==> config.mk <==
export PLATFORM = sky130hd
export DESIGN_NAME = mux_scan
export DESIGN_NICKNAME = d
export VERILOG_FILES = /design/src/rtl/mux_scan_pkg.sv /design/src/rtl/mux_scan_ctr.sv /design/src/rtl/mux_scan.sv
export SDC_FILE = /design/constraint.sdc
export NUM_CORES = 1
export LEC_CHECK = 0
export ABC_AREA = 1
export ABC_CLOCK_PERIOD_IN_PS = 2250
export CORE_MARGIN = 2
export CORE_UTILIZATION = 44
export DETAILED_ROUTE_END_ITERATION = 16
export PLACE_DENSITY = 0.79
export SLEW_MARGIN = 20
export SYNTH_ARGS = -nofsm -noshare
export SYNTH_HDL_FRONTEND = slang
export SYNTH_SLANG_ARGS = --single-unit
==> constraint.sdc <==
create_clock -name i_clk -period 2.25 [get_ports i_clk]
set_input_delay 0.3375 -clock i_clk [delete_from_list [all_inputs] [get_ports i_clk]]
set_output_delay 0.3375 -clock i_clk [all_outputs]
set_load 0.1 [all_outputs]
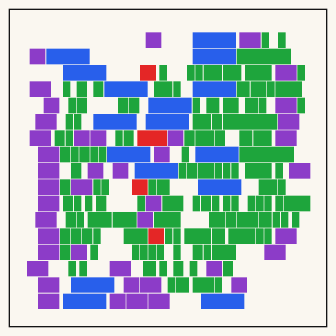
(images/placement_by_type.png)
Scale: 6 px per micron.
[purple] other buffers and delay cells | cells: 42
[red] clock drivers and dummy loads | cells: 4
[green] combinational and other logic | cells: 127
[blue] flops | cells: 16
Site Rows: 17
Core Footprint: 2230 sq um
Final Cell Area: 1530 sq um
final core area utilization: 0.685

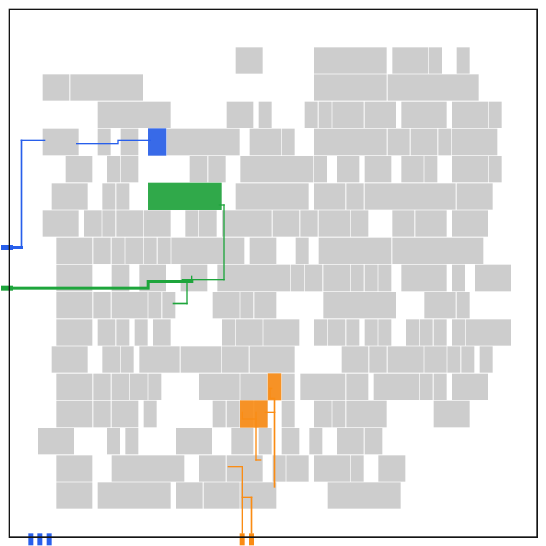
(images/io_fan.png)
Scale: 10 px per micron.
[green] o_valid | bits: 1 | direction: output | edge: left | end cells: 1 | buffers: 1 | wire: 34.7 microns
[orange] i_mode | bits: 2 | direction: input | edge: bottom | end cells: 3 | buffers: 2 | wire: 31.2 microns
[blue] i_flag | bits: 4 | direction: input | edge: 3 bottom, 1 left | end cells: 1 | buffers: 1 | wire: 21.4 microns
io pins: 38
# port buffers: 34

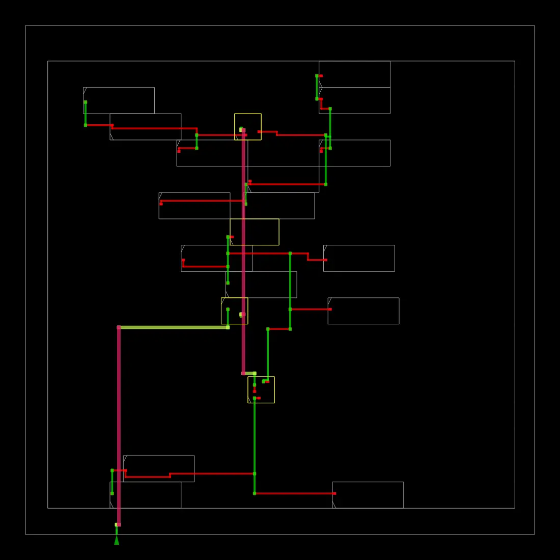
(images/clocks.png)
flip-flops: 16
Clock Skew: 0.00576 ns
Clk power: 0.192 mW
clk_lat worst skew: 0.29 ns

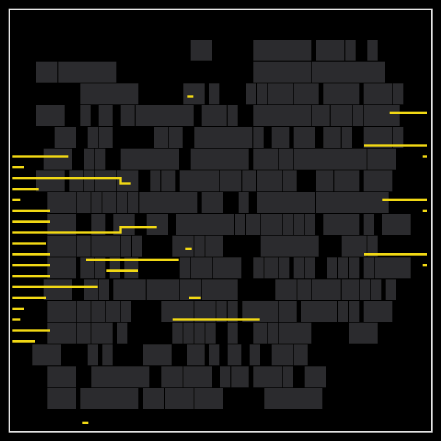
(images/layer_met3.png)
Scale: 8 px per micron. Cells faint in the background.
wire length on this layer: 147 microns
main direction: horizontal
nets with wire on the layer: 29
share of all routed wire: 6.2%
longest straight run: 13.3 microns
total routed wirelength: 2360 microns
met3 Use GR: 0.0314
via count: 1071

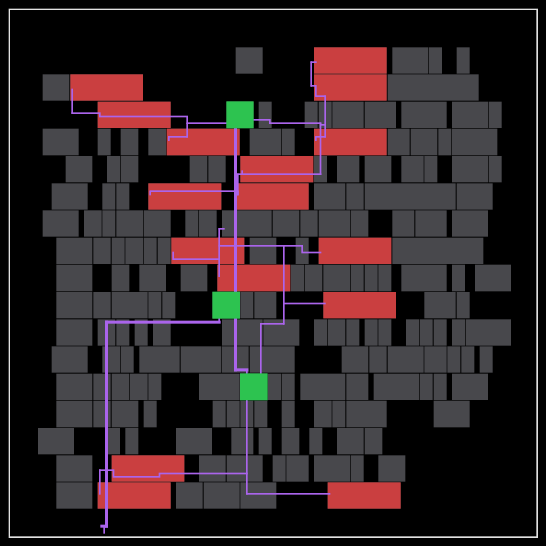
(images/clk_routes.png)
Scale: 10 px per micron.
[red] flip-flops | count: 16
[green] clock drivers | count: 3
[purple] clock wires | length: 209 microns
routed clock nets: 4
clock network fraction of total power: 0.265

==> flow_metrics.tcl <==
# implementation run metrics
set metrics [dict create \
    hold_path_depth 2 \
    syn_inst 144 \
    post_drt_wl_per_cell_microns 10.9 \
    worstSetupStartpointType "input port" \
    holdBufCountCts 0 \
    timing.slew.headroom 0.774 \
    drv_cap 0 \
    dp_hpwl_microns 1920 \
    ys_ff 16 \
    area_leaders "dfxtp_1 31%, ha_1 12%, nand2_1 9.0%" \
    top_cell_area_share 0.308 \
    critPathArrivalTime_ns 2.33 \
    dp_cells 211 \
    gp_congestion 0.756 \
    ys_chip_area_sq_um 1040 \
    crit_slowest_cell "clkdlybuf4s50_1" \
    slowest_delay_ns 0.45 \
    fp.dieW_microns 52.6 \
    comb_power_share 0.317 \
    p_per_area_nw_per_um2 474 \
    switching_share 0.328 \
    end_kind "flip-flop" \
    outcome "completed" \
    p_leak_nw 0.725 \
    viasPerCell 4.94 \
    track_usage 0.180 \
    pre_cts_slack_ns -0.193 \
    nFillCells 196 \
    crit_fanout 6 \
    setup_violations 0 \
    synth-edff-count 0 \
    cts.sinks 16 \
    synthFlopType "dfxtp_1" \
    seq_power_share 0.418 \
    cts-root-buf "clkbuf_4" \
    internal_power_mw 0.487 \
    cp.required_ns 2.43 \
    syn2layout_area_growth_pct 46.9 \
    nets 230 \
    worst_pin_slew_ns 0.336 \
    postSynthSeqShare 0.308 \
    tool_warnings 29 \
    rr_worst_depth 16 \
    critical_path_class "input port to flip-flop" \
    synth.distinct_cells 24 \
    setup_ws_ns 0.109 \
    worstPathCellList "clkdlybuf4s50_1, inv_1, ha_1, nand2_1, nand2_1, nand2_1, nand2_1, nand2_1, nand3_2, nand2_4, nand2_2, nand3_2, nand2_4, buf_4, nand3_1, nand2_1, nor2_1, nor2_1" \
]
## stage by stage
| step | setup TNS [ns] | utilization | hold WS, ns | instance area (sq um) | power, mW |
|---|---|---|---|---|---|
| finish | 0 | 0.685 | 0.493 | 1530 | 0.725 |
| global route | -0.0154 | 0.685 | 0.526 | 1530 | 0.757 |
| CTS | 0 | 0.657 | 0.497 | 1470 | 0.720 |
| detailed placement | -0.770 | 0.640 | 0.483 | 1430 | 0.531 |
| global placement | -0.536 | 0.640 | 0.458 | 1430 | 0.526 |
| floorplan | 0 | - | 0.410 | 1040 | 0.446 |
## cells in the final DEF, fill, tap and decap left out, drive strengths merged
master	instances
nand2	29
clkdlybuf4s50	26
nor2	22
nand3	21
inv	20
dfxtp	16
buf	16
ha	10
o21ai	5
xor2	4
clkbuf	4
a21oi	4
nand4	2
nand3b	2
or2	2
nor3	2
a21o	1
xnor2	1
nor3b	1
o22ai	1
## metal layers
metal / GRT usage / vias up / part of all wire
li1: - / 561 / -
met1: 0.195 / 471 / 0.44
met2: 0.325 / 34 / 0.47
met3: 0.0314 / 5 / 0.062
met4: 0.0983 / 0 / 0.019
met5: 0 / - / 0
## worst reg2reg max path, delay by kind of cell (launching register included)
family	cells	cell delay (ns)
fa+ha+maj	1	0.25
simple gates	13	0.99
buf+inv	2	0.21
flops	1	0.47
## cell families after synthesis
group,share of synthesized area
and+or+nand+nor,0.391
buffers and inverters,0.0829
DFF,0.308
AOI/OAI and AO/OA,0.0565
adders and majority gates,0.120
xor gates and xnor gates,0.0421
## power by group through the flow
stage / Combinational (mW) / Sequential (mW) / Clock, mW
finish: 0.230 / 0.303 / 0.192
detailed placement: 0.222 / 0.309 / 0
global route: 0.246 / 0.304 / 0.206
floorplan: 0.0737 / 0.372 / 0
CTS: 0.222 / 0.303 / 0.194
global placement: 0.217 / 0.309 / 0
## timing repair
item	in CTS	in global routing
setup endpoints to repair	0	3
buffers inserted	0	2
resized	0	9
## final cells by class
| class | count | share of cell area |
|---|---|---|
| sequential | 16 | 0.209 |
| multi-input combinational | 107 | 0.446 |
| timing repair buffer | 42 | 0.249 |
| clock buffer | 4 | 0.0237 |
| inverter | 20 | 0.0491 |
| tap | 28 | 0.0229 |
Power and IR drop assume default switching activity.
